### src/rtl/bcd_to_bin_if.sv
// Request/result bundle for the iterative BCD-to-binary converter.
interface bcd_to_bin_if #(
  parameter int unsigned DIGITS = 6,
  parameter int unsigned BW     = 20
);
  logic                  start;
  logic [4*DIGITS-1:0]   bcd;
  logic                  busy;
  logic                  done;
  logic                  err;
  logic [BW-1:0]         bin;

  modport master (output start, bcd, input busy, done, err, bin);
  modport slave  (input start, bcd, output busy, done, err, bin);
endinterface

### src/rtl/bcd_to_bin.sv
// Packed-BCD to binary converter: one reverse double-dabble shift per cycle,
// BW iterations, then a one-cycle done pulse with the registered result.
module bcd_to_bin #(
  parameter int unsigned DIGITS = 6,
  parameter int unsigned BW     = 20
) (
  input  logic          clk,
  input  logic          clr,
  bcd_to_bin_if.slave   bus
);

  localparam int unsigned BCDW = 4 * DIGITS;
  localparam int unsigned SRW  = BCDW + BW;
  localparam int unsigned CW   = $clog2(BW + 1);

  typedef enum logic [1:0] {IDLE, CONV, DONE} state_t;

  state_t          state;
  logic [SRW-1:0]  sr;
  logic [CW-1:0]   cnt;
  logic            bad_pend;

  logic [SRW-1:0]  sr_shift_c;
  logic [SRW-1:0]  sr_step_c;
  logic            bad_digit_c;

  // One iteration: shift right, then pull every BCD field >= 8 back by 3.
  always_comb begin
    sr_shift_c = sr >> 1;
    sr_step_c  = sr_shift_c;
    for (int i = 0; i < int'(DIGITS); i++) begin
      if (sr_shift_c[BW + 4*i +: 4] >= 4'd8)
        sr_step_c[BW + 4*i +: 4] = sr_shift_c[BW + 4*i +: 4] - 4'd3;
    end
  end

  always_comb begin
    bad_digit_c = 1'b0;
    for (int i = 0; i < int'(DIGITS); i++) begin
      if (bus.bcd[4*i +: 4] > 4'd9) bad_digit_c = 1'b1;
    end
  end

  // bad_pend holds IDLE for one cycle so an invalid request reports done
  // one cycle after acceptance without ever raising busy.
  always_ff @(posedge clk) begin
    if (!clr) begin
      state    <= IDLE;
      sr       <= '0;
      cnt      <= '0;
      bad_pend <= 1'b0;
      bus.busy <= 1'b0;
      bus.done <= 1'b0;
      bus.err  <= 1'b0;
      bus.bin  <= '0;
    end else begin
      bus.done <= 1'b0;
      bus.busy <= 1'b0;
      case (state)
        IDLE, DONE: begin
          state <= IDLE;
          if (bad_pend) begin
            bad_pend <= 1'b0;
            state    <= DONE;
            bus.done <= 1'b1;
          end else if (bus.start) begin
            if (bad_digit_c) begin
              bad_pend <= 1'b1;
              bus.err  <= 1'b1;
              bus.bin  <= '0;
            end else begin
              sr       <= {bus.bcd, BW'(0)};
              cnt      <= '0;
              bus.err  <= 1'b0;
              bus.busy <= 1'b1;
              state    <= CONV;
            end
          end
        end
        CONV: begin
          if (cnt == CW'(BW)) begin
            bus.bin  <= sr[BW-1:0];
            bus.done <= 1'b1;
            state    <= DONE;
          end else begin
            sr       <= sr_step_c;
            cnt      <= cnt + CW'(1);
            bus.busy <= 1'b1;
          end
        end
        default: state <= IDLE;
      endcase
    end
  end

endmodule
### src/flat_wrapper.sv
// flat-port wrapper written by rule: the top's interface ports become plain ports
module bcd_to_bin_flat 
#(
  parameter int unsigned DIGITS = 6,
  parameter int unsigned BW     = 20
)
  (clk, clr, bus_start, bus_bcd, bus_busy, bus_done, bus_err, bus_bin);
  bcd_to_bin_if #(.DIGITS(DIGITS), .BW(BW)) bus_i ();
  input  logic clk;
  input  logic clr;
  input wire logic [$bits(bus_i.start)-1:0] bus_start;
  input wire logic [$bits(bus_i.bcd)-1:0] bus_bcd;
  output wire logic [$bits(bus_i.busy)-1:0] bus_busy;
  output wire logic [$bits(bus_i.done)-1:0] bus_done;
  output wire logic [$bits(bus_i.err)-1:0] bus_err;
  output wire logic [$bits(bus_i.bin)-1:0] bus_bin;
  assign bus_i.start = bus_start;
  assign bus_i.bcd = bus_bcd;
  assign bus_busy = bus_i.busy;
  assign bus_done = bus_i.done;
  assign bus_err = bus_i.err;
  assign bus_bin = bus_i.bin;
  bcd_to_bin #(.DIGITS(DIGITS), .BW(BW)) u_core (.clk(clk), .clr(clr), .bus(bus_i));
endmodule
### config.mk
export PLATFORM = sky130hd
export DESIGN_NAME = bcd_to_bin_flat
export DESIGN_NICKNAME = d
export VERILOG_FILES = /design/src/rtl/bcd_to_bin_if.sv /design/src/rtl/bcd_to_bin.sv /design/src/flat_wrapper.sv
export SDC_FILE = /design/constraint.sdc
export NUM_CORES = 1
export LEC_CHECK = 0
export CORE_UTILIZATION = 59
export CTS_CLUSTER_SIZE = 24
export DETAILED_ROUTE_END_ITERATION = 8
export PLACE_DENSITY = 0.85
export SYNTH_ARGS = -nofsm -noshare
export SYNTH_HDL_FRONTEND = slang
export SYNTH_SLANG_ARGS = --single-unit
### constraint.sdc
create_clock -name clk -period 3.9 [get_ports clk]
set_clock_uncertainty 0.1 [all_clocks]
set_input_delay 0.78 -clock clk [delete_from_list [all_inputs] [get_ports clk]]
set_output_delay 0.78 -clock clk [all_outputs]
set_load 0.02 [all_outputs]
==> run_1/zoom.png <==
Region (20, 20) to (60, 60) um. Cells in grey, sequential cells in the stronger grey; small squares are vias.
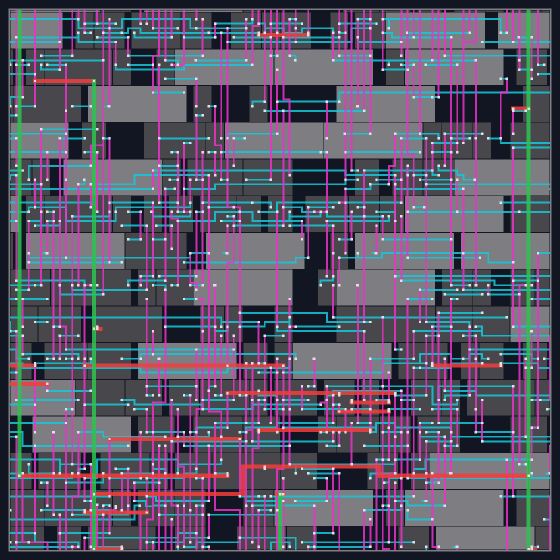
met3: in red. met4: in green. met1: in cyan. met2: in magenta.
145 logic cells have their middle in the window. Netlist names of flops here include u_core.sr (23), u_core.cnt (5). Most frequent: nand2_1 (28), dfxtp_1 (28), o22ai_1 (11). Sequential cells in the window: 28.

==> run_1/pins.png <==
Scale: 6 px per um. Pins as bars across the die edge, other pins in grey.
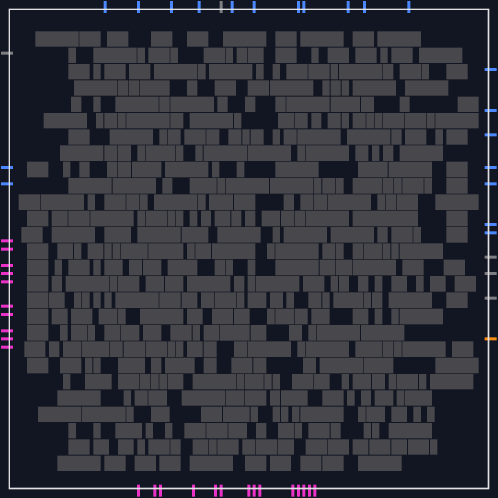
bus_bin: in blue, pins 20, direction output, edge 11 top, 7 right, 2 left. bus_busy: in orange, pins 1, direction output, edge right. bus_bcd: in magenta, pins 24, direction input, edge 14 bottom, 10 left.
All pins by edge: 14 bottom, 13 left, 12 top, 11 right.
Die H: 79.6 um
port bufs: 49
Horiz. Die Dim: 79.6 um

==> results.txt, run 1 <==
Syn Area/Cell -> 8.74 sq um
Final setup margin -> 0.949 ns
Post-CTS Hold Buffers -> 0
Buffer share of cell area -> 0.126
Post-Place Worst Slack -> 0.604 ns
Core Region -> 0.00564 sq mm
Number of global-route vias before repair -> 2766
Tap cells -> 72
Layout Nets -> 477
Final Hold Vio Count -> 0
Main logic family -> simple AND/OR/NAND/NOR gates
Worst hold slack -> 0.360 ns
P_int -> 1.15 mW
Yosys xor share -> 0.0246
Switching pwr -> 0.359 mW
Syn_nets -> 446
Worst Hold Class -> reg -> reg
Drc violations -> 0
Sequential portion of the cell area -> 0.358
Biggest Area Class -> logic gates
Startpoint types -> primary input
CTS resizes -> 0
Top cells by area -> dfxtp_1 (42%), mux2i_1 (12%), nand2_1 (9.4%)
Slew HR -> 0.135
Synth Instances -> 407
Peak Freq -> 0.339 GHz
Period minus WS final -> 2.95 ns
Log Warnings -> 37
Clk network pwr share -> 0.396
Distinct lib cells -> 36
Flip-flops -> 75
Sequential group power -> 0.781 mW
GR Util met3 -> 0.0434
Warnings from Yosys -> 0
Comb group -> 0.128 mW
Register share after synthesis -> 0.422
Crit path DRT -> 4.05 ns
Number of logic gates -> 285
FP Rows -> 27
Top Usage Layer GRT -> met2
Yosys adder share -> 0.0422
Total design power -> 1.51 mW
Clkbuf count -> 11
Late-Pin Clk Latency -> 0.34 ns
Buffers, non-clock -> 53
Static leakage -> 1.58 nW
PwrDens -> 359 mW/mm^2
Peak supply drop -> 203 uV
Critical path's slowest cell -> o32a_1
Max Transition Viols Final -> 0
M1 GR Usage -> 0.324
Clock sinks -> 75
Tcrit/Tclk final -> 0.757
CTS root buf -> clkbuf_8
Critical Path Fanout Max -> 20
First-pass GRT wire length -> 12400 um
Largest net degree at the start of global routing -> 96
Synth top area share -> 0.422
GRT Util Overall -> 0.252
Buf/Inv on CP -> 1
Die Size -> 0.00634 sq mm
WL per Instance -> 14.2 um
Pwr top -> registers
Cell Area, Synth -> 0.00356 sq mm
Simple share -> 0.165
Syn-to-layout area delta -> 17.9%
Comb gate area -> 0.00182 sq mm
Clk slew on worst S/H paths -> 0.08 ns
Placed cell areas -> 0.00399 sq mm
# Cells Yosys -> 407
DRT iter0 DRCs -> 233
# Max-Cap Violations -> 0
Comb area share -> 0.434
Mux share -> 0.115
Worst Tran Pin Value -> 1.30 ns
Crit end category -> flip-flop
Dpl cells -> 499
Most used logic cell in the final layout -> nand2_1
Total Negative Setup Slacks -> 0 ns
Crit Path Class -> in -> reg
Post-CTS Setup Bufs -> 0
Status -> finished, final reports clean
Clock Power -> 0.597 mW
Share of layout cells above drive strength 1 -> 0.0542
==> run_1/met2.png <==
Scale: 4 px per um. Cells faint in the background.
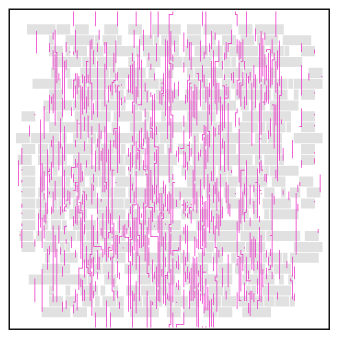
The layer carries 3440 um of wire. The layer holds 47% of the routed length. 402 nets have wire on it.
Vias: 2959
WL final: 7330 um
M2 GR Usage: 0.402

==> run_1/metal_stack.png <==
Scale: 4 px per um. Only two layers are drawn.
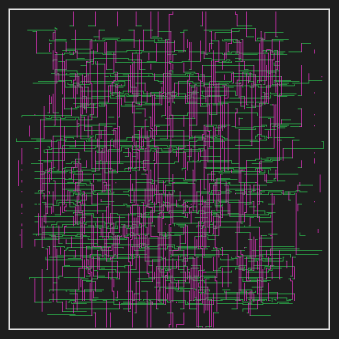
met1: in green, wire length 3450 um. met2: in magenta, wire length 3440 um.

## run 1: final timing paths
check / from / endpoint / slack [ns] / cells after the start
min: u_core.bus.bin[10] / u_core.bus.bin[10] / 0.36 / 2
max: bus_start / u_core.bus.bin[16] / 0.95 / 4
max reg2reg: u_core.state[0] / u_core.bus.bin[16] / 1.13 / 4
min reg2reg: u_core.bus.bin[10] / u_core.bus.bin[10] / 0.36 / 2
## run 1: worst register-to-register path: cells and delay by family (launching register included)
| kind | cells | cell delay (ns) |
|---|---|---|
| AND-OR/OR-AND | 1 | 1.04 |
| flip-flops | 1 | 0.49 |
| multiplexers | 1 | 0.33 |
| AND/OR/NAND/NOR | 2 | 0.72 |
## run 1: sequential cells by signal, summed over array words and instances (netlist names)
signal,flops
u_core.bad_pend,1
u_core.bus.bin,20
u_core.bus.busy,1
u_core.bus.done,1
u_core.bus.err,1
u_core.cnt,5
u_core.sr,44
u_core.state,2
## run 1: cell usage after synthesis
library cell and count:
a21oi_1 9, o211ai_1 15, nand3_2 1, clkbuf_1 18, a21o_1 2, nor2b_1 6, a311oi_1 3, buf_1 2
o32ai_2 1, o21a_1 1, mux2i_1 41, a41o_1 1, and3_1 1, ha_1 12, nand2_1 89, o32a_1 1
buf_8 1, dfxtp_1 75, nand3_1 23, o21ai_0 8, inv_1 13, buf_6 5, nand4_1 1, or2b_1 1
a31oi_1 9, o221a_2 1, buf_2 4, clkinv_1 1, xnor2_1 10, a211o_1 5, buf_4 3, o22ai_1 20
a211oi_1 8, nand4b_1 1, nor3b_1 1, nor2_1 14
## run 1: routing by layer
layer / share of wire / up-vias / wire, um
met5: 0 / - / 0
met4: 0.022 / 0 / 158
met3: 0.039 / 14 / 286
met2: 0.47 / 70 / 3440
met1: 0.47 / 1389 / 3450
li1: - / 1486 / -
==> run 1 -> run 2 <==
--- a/config.mk
+++ b/config.mk
@@ -5,10 +5,10 @@
 export SDC_FILE = /design/constraint.sdc
 export NUM_CORES = 1
 export LEC_CHECK = 0
-export CORE_UTILIZATION = 59
+export CORE_UTILIZATION = 49
 export CTS_CLUSTER_SIZE = 24
 export DETAILED_ROUTE_END_ITERATION = 8
-export PLACE_DENSITY = 0.85
+export PLACE_DENSITY = 0.76
 export SYNTH_ARGS = -nofsm -noshare
 export SYNTH_HDL_FRONTEND = slang
 export SYNTH_SLANG_ARGS = --single-unit
==> constraint.sdc (replaced) <==
create_clock -name clk -period 2.6 [get_ports clk]
set_clock_uncertainty 0.1 [all_clocks]
set_input_delay 0.52 -clock clk [delete_from_list [all_inputs] [get_ports clk]]
set_output_delay 0.52 -clock clk [all_outputs]
set_load 0.02 [all_outputs]
==> results.txt, run 2 <==
Slew HR -> 0.614 (was 0.135)
CTS root buf -> clkbuf_8 (unchanged)
Number of global-route vias before repair -> 2870 (was 2766)
# Cells Yosys -> 407 (unchanged)
Crit Path Class -> reg -> reg (was in -> reg)
Late-Pin Clk Latency -> 0.36 ns (was 0.34 ns)
Crit. Startpoint -> u_core.state[0] (was bus_start)
Status -> finished, final reports clean (unchanged)
Synth top area share -> 0.422 (unchanged)
CTS resizes -> 0 (unchanged)
Commonest cells in the netlist -> nand2_1 (89), dfxtp_1 (75), mux2i_1 (41) (unchanged)
Sequential portion of the cell area -> 0.349 (was 0.358)
Comb gate area -> 0.00182 sq mm (unchanged)
Largest net degree at the start of global routing -> 96 (unchanged)
WL final -> 7900 um (was 7330 um)
Port bufs -> 49 (unchanged)
Horiz. Die Dim -> 87.2 um (was 79.6 um)
Critical Path End -> u_core.bus.bin[6] (was u_core.bus.bin[16])
Distinct lib cells -> 36 (unchanged)
Clk slew on worst S/H paths -> 0.09 ns (was 0.08 ns)
Warnings from Yosys -> 0 (unchanged)
Register share after synthesis -> 0.422 (unchanged)
Tcrit/Tclk final -> 0.794
Crit end category -> flip-flop (unchanged)
Drc violations -> 0 (unchanged)
Worst hold slack -> 0.362 ns (was 0.360 ns)
Die Size -> 0.00760 sq mm (was 0.00634 sq mm)
Top cells by area -> dfxtp_1 (42%), mux2i_1 (12%), nand2_1 (9.4%) (unchanged)
Clock sinks -> 75 (unchanged)
Post-CTS Setup Bufs -> 0 (unchanged)
Post-Place Worst Slack -> 0.185 ns (was 0.604 ns)
Cell Area, Synth -> 0.00356 sq mm (unchanged)
Largest regs -> u_core.sr: 44 flops, u_core.bus.bin: 20 flops, u_core.cnt: 5 flops (unchanged)
Core Region -> 0.00691 sq mm (was 0.00564 sq mm)
Clkbuf count -> 9 (was 11)
First-pass GRT wire length -> 13200 um (was 12400 um)
Peak supply drop -> 239 uV (was 203 uV)
Period minus WS final -> 2.06 ns
WL per Instance -> 14.4 um (was 14.2 um)
Static leakage -> 1.63 nW (was 1.58 nW)
DRT iter0 DRCs -> 176 (was 233)
Most used logic cell in the final layout -> nand2_1 (unchanged)
Syn-to-layout area delta -> 21.1% (was 17.9%)
Worst Tran Pin Value -> 0.579 ns (was 1.30 ns)
Share of layout cells above drive strength 1 -> 0.0773 (was 0.0542)
Buffer share of cell area -> 0.146 (was 0.126)
Vias -> 2996 (was 2959)
# Max-Cap Violations -> 0 (unchanged)
Largest register FFs -> 44 (unchanged)
Main logic family -> simple AND/OR/NAND/NOR gates (unchanged)
Async S/R FF share, synth -> 0 (unchanged)
R2R Setup Slk -> 0.54 ns (was 1.13 ns)
Peak Freq -> 0.485 GHz
Simple share -> 0.165 (unchanged)
Mux share -> 0.115 (unchanged)
Crit path DRT -> 2.78 ns (was 4.05 ns)
GRT Util Overall -> 0.224 (was 0.252)
Final setup margin -> 0.536 ns (was 0.949 ns)
Comb area share -> 0.423 (was 0.434)
Final Hold Vio Count -> 0 (unchanged)
Tap cells -> 96 (was 72)
Crit Reg-Reg Endpoint -> u_core.bus.bin[6] (was u_core.bus.bin[16])
Die H -> 87.2 um (was 79.6 um)
Yosys top cell by instances -> nand2_1 (unchanged)
Reg2reg start -> u_core.state[0] (unchanged)
Critical Path Fanout Max -> 20 (unchanged)
Biggest Area Class -> logic gates (unchanged)
Total Negative Setup Slacks -> 0 ns (unchanged)
Yosys xor share -> 0.0246 (unchanged)
[run 2: cell counts after synthesis]
No cell type changed its count.
[run 2: how the worst min path moves through the flow]
stage / cells past startpoint / start / endpoint / slack (ns)
2_1_floorplan: 1 / u_core.cnt[4] / u_core.cnt[4] / 0.33
3_3_place_gp: 2 / u_core.bus.bin[11] / u_core.bus.bin[11] / 0.34
3_5_place_dp: 2 / u_core.bus.bin[12] / u_core.bus.bin[12] / 0.35
4_1_cts: 2 / u_core.bus.bin[8] / u_core.bus.bin[8] / 0.36
5_1_grt: 2 / u_core.bus.bin[8] / u_core.bus.bin[8] / 0.38
6_report: 2 / u_core.bus.bin[8] / u_core.bus.bin[8] / 0.36
[run 2: per-stage QoR]
stage	instance area, sq um	power, mW
finish	4310	2.22
global route	4310	2.32
CTS	4310	2.24
detailed placement	4120	1.41
global placement	4120	1.40
floorplan	3560	1.32
[run 2: power by group]
group / switching, mW / internal (mW)
registers: 0.0117 / 1.16
logic: 0.109 / 0.101
clock network: 0.478 / 0.363
total: 0.599 / 1.62
[run 2: logic make-up after synthesis]
kind of cell	after synthesis
and+or+nand+nor	138
muxes	41
adders and majority gates	12
AOI/OAI and AO/OA	84
buffers and inverters	47
xor gates and xnor gates	10
DFF	75
[run 2: worst max-delay path: stages (launching register included)]
cell,delay [ns]
dfxtp_1,0.47
or2b_1,0.49
nor2_1,0.25
o32a_1,0.24
buf_12,0.20
mux2i_1,0.23
[run 2: per-layer routing]
metal	up-vias	share of wire	GRT usage	routed length, um
li1	1503	-	-	-
met1	1418	0.46	0.284	3660
met2	64	0.48	0.382	3810
met3	11	0.037	0.0379	291
met4	0	0.017	0.0879	138
met5	-	0	0	0
==> run_2/zoom.png <==
Region (24, 24) to (64, 64) um. Cells in grey, sequential cells in the stronger grey; small squares are vias.
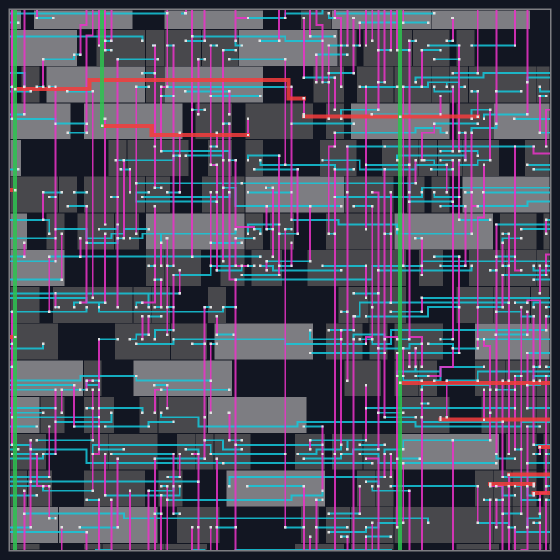
met2: in magenta. met4: in green. met1: in cyan. met3: in red.
Netlist names of flops here include u_core.sr (14), u_core.cnt (5), u_core.bus.bin (2). Sequential cells in the window: 25. Most frequent: dfxtp_1 (25), nand2_1 (24), buf_4 (11). 133 logic cells have their middle in the window.

==> run_2/final_placement.png <==
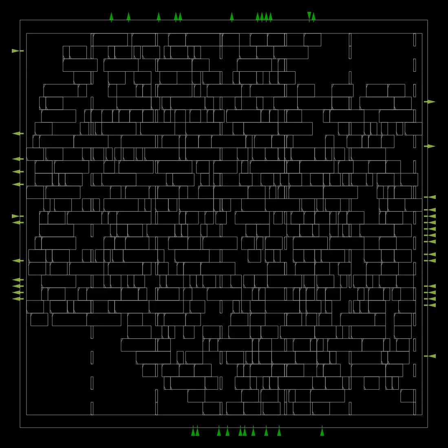
FP Rows: 30
flip-flops: 75

==> run_2/metal_stack.png <==
Scale: 4 px per um. Only two layers are drawn.
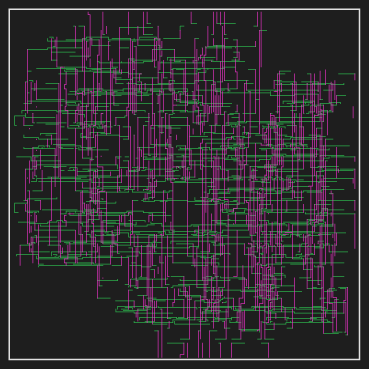

==> run 2 -> run 3 <==
--- a/config.mk
+++ b/config.mk
@@ -5,10 +5,10 @@
 export SDC_FILE = /design/constraint.sdc
 export NUM_CORES = 1
 export LEC_CHECK = 0
-export CORE_UTILIZATION = 49
+export CORE_UTILIZATION = 54
 export CTS_CLUSTER_SIZE = 24
 export DETAILED_ROUTE_END_ITERATION = 8
-export PLACE_DENSITY = 0.76
+export PLACE_DENSITY = 0.79
 export SYNTH_ARGS = -nofsm -noshare
 export SYNTH_HDL_FRONTEND = slang
 export SYNTH_SLANG_ARGS = --single-unit
==> constraint.sdc (replaced) <==
create_clock -name clk -period 1.9 [get_ports clk]
set_clock_uncertainty 0.1 [all_clocks]
set_input_delay 0.38 -clock clk [delete_from_list [all_inputs] [get_ports clk]]
set_output_delay 0.38 -clock clk [all_outputs]
set_load 0.02 [all_outputs]
==> run_3/metal_stack.png <==
Scale: 4 px per um. Only two layers are drawn.
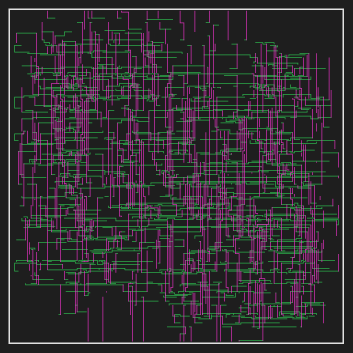
met1: in green, wire length 3610 um. met2: in magenta, wire length 3740 um.
WL final: 7790 um
WL per Instance: 14.2 um
GRT Util Overall: 0.241

==> run_3/zoom.png <==
Region (22, 22) to (62, 62) um. Cells in grey, sequential cells in the stronger grey; small squares are vias.
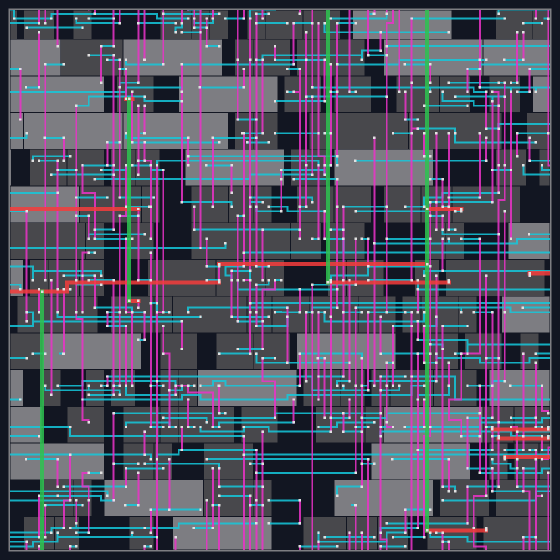
met3: in red. met1: in cyan. met4: in green. met2: in magenta.
Netlist names of flops here include u_core.sr (13), u_core.cnt (5), u_core.state (2). 138 logic cells have their middle in the window. Sequential cells in the window: 22. Most frequent: nand2_1 (24), dfxtp_1 (21), buf_4 (17).

==> results.txt, run 3 <==
Status -> finished, final reports clean (unchanged)
Top Family by Delay on Critical Path -> AND-OR/OR-AND gates (was simple AND/OR/NAND/NOR gates)
Met3 wire length -> 297 um (was 291 um)
CTS root buf -> clkbuf_8 (unchanged)
Post-synth EDFFs -> 0 (unchanged)
Post-route antenna net violation count -> 0 (unchanged)
Tcrit/Tclk final -> 0.966 (was 0.794)
Final Hold Vio Count -> 0 (unchanged)
Critical Path Fanout Max -> 9 (was 20)
Peak supply drop -> 683 uV (was 239 uV)
Distinct lib cells -> 36 (unchanged)
Crit end category -> flip-flop (unchanged)
Top Layer Used -> met4 (unchanged)
Port bufs -> 49 (unchanged)
Number of global-route vias before repair -> 3088 (was 2870)
Combinational power share -> 0.098 (was 0.095)
P_int -> 2.50 mW (was 1.62 mW)
Hpwl dp -> 5210 um (was 5230 um)
Buf/Inv on CP -> 2 (was 1)
Initial antenna violation count -> 0 (unchanged)
Yosys top cell by instances -> nand2_1 (unchanged)
Startpoint types -> flip-flop (unchanged)
DRT Pass-1 Iters -> 4 (unchanged)
Total design power -> 3.29 mW (was 2.22 mW)
Top cells by area -> dfxtp_1 (42%), mux2i_1 (12%), nand2_1 (9.4%) (unchanged)
Post-route insts no fill -> 550 (was 549)
FF+latch area -> 0.00150 sq mm (about the same)
Die Size -> 0.00691 sq mm (was 0.00760 sq mm)
CTS resizes -> 1 (was 0)
Dpl cells -> 532 (was 533)
Worst Tran Pin Value -> 0.365 ns (was 0.579 ns)
Syn-to-layout area delta -> 27.0% (was 21.1%)
Antenna cells -> 0 (unchanged)
Clk slew on worst S/H paths -> 0.08 ns (was 0.09 ns)
Clk network pwr share -> 0.415 (was 0.378)
# Max-Cap Violations -> 0 (unchanged)
Final core utilization -> 0.711 (was 0.623)
Worst hold slack -> 0.360 ns (was 0.362 ns)
Via-per-instance ratio -> 5.61 (was 5.46)
Most used logic cell in the final layout -> nand2_1 (unchanged)
Async S/R FF share, synth -> 0 (unchanged)
Horiz. Die Dim -> 83.2 um (was 87.2 um)
DRT met1 WL -> 3610 um (was 3660 um)
Chip Area, Yosys -> 0.00356 sq mm (unchanged)
FP Rows -> 29 (was 30)
Dominant logic cell types in the final layout -> nand2_1 (89), dfxtp_1 (74), clkdlybuf4s50_1 (48) (was nand2_1 (89), dfxtp_1 (75), clkdlybuf4s50_1 (48))
Largest register by flop count -> u_core.sr (unchanged)
Crit path DRT -> 2.06 ns (was 2.78 ns)
Syn_nets -> 446 (unchanged)
Post-Place Worst Slack -> -0.396 ns (was 0.185 ns)
Core Region -> 0.00635 sq mm (was 0.00691 sq mm)
CP Cell Sequence -> inv_1 > ha_1 > nand4b_1 > a21o_1 > and3_2 > buf_4 > a311oi_1 (was or2b_1 > nor2_1 > o32a_1 > buf_12 > mux2i_1)
DRT iter0 DRCs -> 151 (was 176)
Synth top area share -> 0.422 (unchanged)
Log Warnings -> 37 (unchanged)
I/O pin count -> 50 (unchanged)
Core Util at FP -> 0.560 (was 0.515)
CTS buffer count -> 9 (unchanged)
Fillcell total -> 516 (was 618)
WL met2 -> 3740 um (was 3810 um)
Final instance area -> 0.00451 sq mm (was 0.00431 sq mm)
Placed cell areas -> 0.00425 sq mm (was 0.00412 sq mm)
Post-CTS Hold Buffers -> 0 (unchanged)
Largest net degree at the start of global routing -> 96 (unchanged)
Post-CTS Setup Bufs -> 0 (unchanged)
Worst Hold Class -> reg -> reg (unchanged)
Crit Path Class -> reg -> reg (unchanged)
Max clock buf depth -> 2 (unchanged)
Layout Nets -> 507 (was 487)
Period minus WS final -> 1.83 ns (was 2.06 ns)
Total Negative Setup Slacks -> 0 ns (unchanged)
Commonest cells in the netlist -> nand2_1 (89), dfxtp_1 (75), mux2i_1 (41) (unchanged)
Area leader, netlist -> dfxtp_1 (unchanged)
Switching pwr -> 0.787 mW (was 0.599 mW)
Largest register FFs -> 44 (unchanged)
CTS tree -> yes (unchanged)
Critical path's slowest cell -> dfxtp_2 (was or2b_1)
Clock sinks -> 75 (unchanged)
Syn Area/Cell -> 8.74 sq um (unchanged)
Grt total ovfl -> 0 (unchanged)
Largest stage delay, worst path -> 0.35 ns (was 0.49 ns)
Vias -> 3085 (was 2996)
Peak Freq -> 0.545 GHz (was 0.485 GHz)
Static leakage -> 1.76 nW (was 1.63 nW)
Slew HR -> 0.757 (was 0.614)
H-tree Lvls -> 3 (unchanged)
Comb gate area -> 0.00184 sq mm (was 0.00182 sq mm)
Die H -> 83.2 um (was 87.2 um)
Warnings from Yosys -> 0 (unchanged)
Final RePlAce weighted congestion -> 0.816 (was 0.768)
Share of layout cells above drive strength 1 -> 0.131 (was 0.0773)
Synth Instances -> 407 (unchanged)
# Cells Yosys -> 407 (unchanged)
Ys flop type -> dfxtp_1 (unchanged)
Sequential Power Share -> 0.488 (was 0.527)
Largest regs -> u_core.sr: 44 flops, u_core.bus.bin: 20 flops, u_core.cnt: 5 flops (unchanged)
Final setup margin -> 0.0652 ns (was 0.536 ns)
Sw frac -> 0.239 (was 0.270)
Cell Area, Synth -> 0.00356 sq mm (unchanged)
Drc violations -> 0 (unchanged)
Late-Pin Clk Latency -> 0.35 ns (was 0.36 ns)
Registers, synthesis -> 75 (unchanged)
Arr. time, crit path -> 2.00 ns (was 2.25 ns)
RSZ-0062 raised after global routing -> no (unchanged)
Register share after synthesis -> 0.422 (unchanged)
PwrDens -> 728 mW/mm^2 (was 516 mW/mm^2)
First-pass GRT wire length -> 13600 um (was 13200 um)
Max Transition Viols Final -> 0 (unchanged)
Final Setup Violations -> 0 (unchanged)
run 3: worst register-to-register path: stages, from the launching register on:
cell,delay (ns)
dfxtp_2,0.35
inv_1,0.07
ha_1,0.16
nand4b_1,0.20
a21o_1,0.26
and3_2,0.22
buf_4,0.19
a311oi_1,0.21
run 3: layer usage:
metal / vias up / global-route usage
li1: 1543 / -
met1: 1465 / 0.298
met2: 64 / 0.404
met3: 13 / 0.0577
met4: 0 / 0.0972
met5: - / 0
run 3: area by class of cell:
class | instances | share of cell area
tap | 77 | 0.0213
sequential | 75 | 0.333
clock buffer | 9 | 0.0274
timing repair buffer | 83 | 0.177
clock inverter | 7 | 0.0222
inverter | 14 | 0.0116
multi-input combinational | 285 | 0.408
run 3: path summary, 6_finish.rpt:
check	to	slack [ns]	from	depth (start not counted)
worst min register to register	u_core.bus.bin[1]	0.36	u_core.bus.bin[1]	2
worst min-delay path	u_core.bus.bin[1]	0.36	u_core.bus.bin[1]	2
worst max-delay path	u_core.sr[42]	0.07	u_core.cnt[0]	7
worst max register to register	u_core.sr[42]	0.07	u_core.cnt[0]	7
run 3: power groups by stage:
stage                     combinational [mW]  clock [mW]  sequential [mW]
after detailed placement               0.315           0             1.64
after global placement                 0.310           0             1.64
after floorplan                        0.174           0             1.64
after CTS                              0.317        1.39             1.60
final                                  0.322        1.36             1.60
after global routing                   0.351        1.47             1.61
run 3: cell families (layout without fill, tap and decap cells):
logic type,Yosys count,in the layout,synth area share
adder cells (fa/ha/maj),12,12,0.0422
buffers and inverters,47,113,0.0679
AND/OR/NAND/NOR,138,138,0.165
XOR/XNOR,10,10,0.0246
multiplexers,41,41,0.115
flip-flops,75,75,0.422
AND-OR/OR-AND,84,84,0.163
Power is estimated from default activity; no workload was simulated.
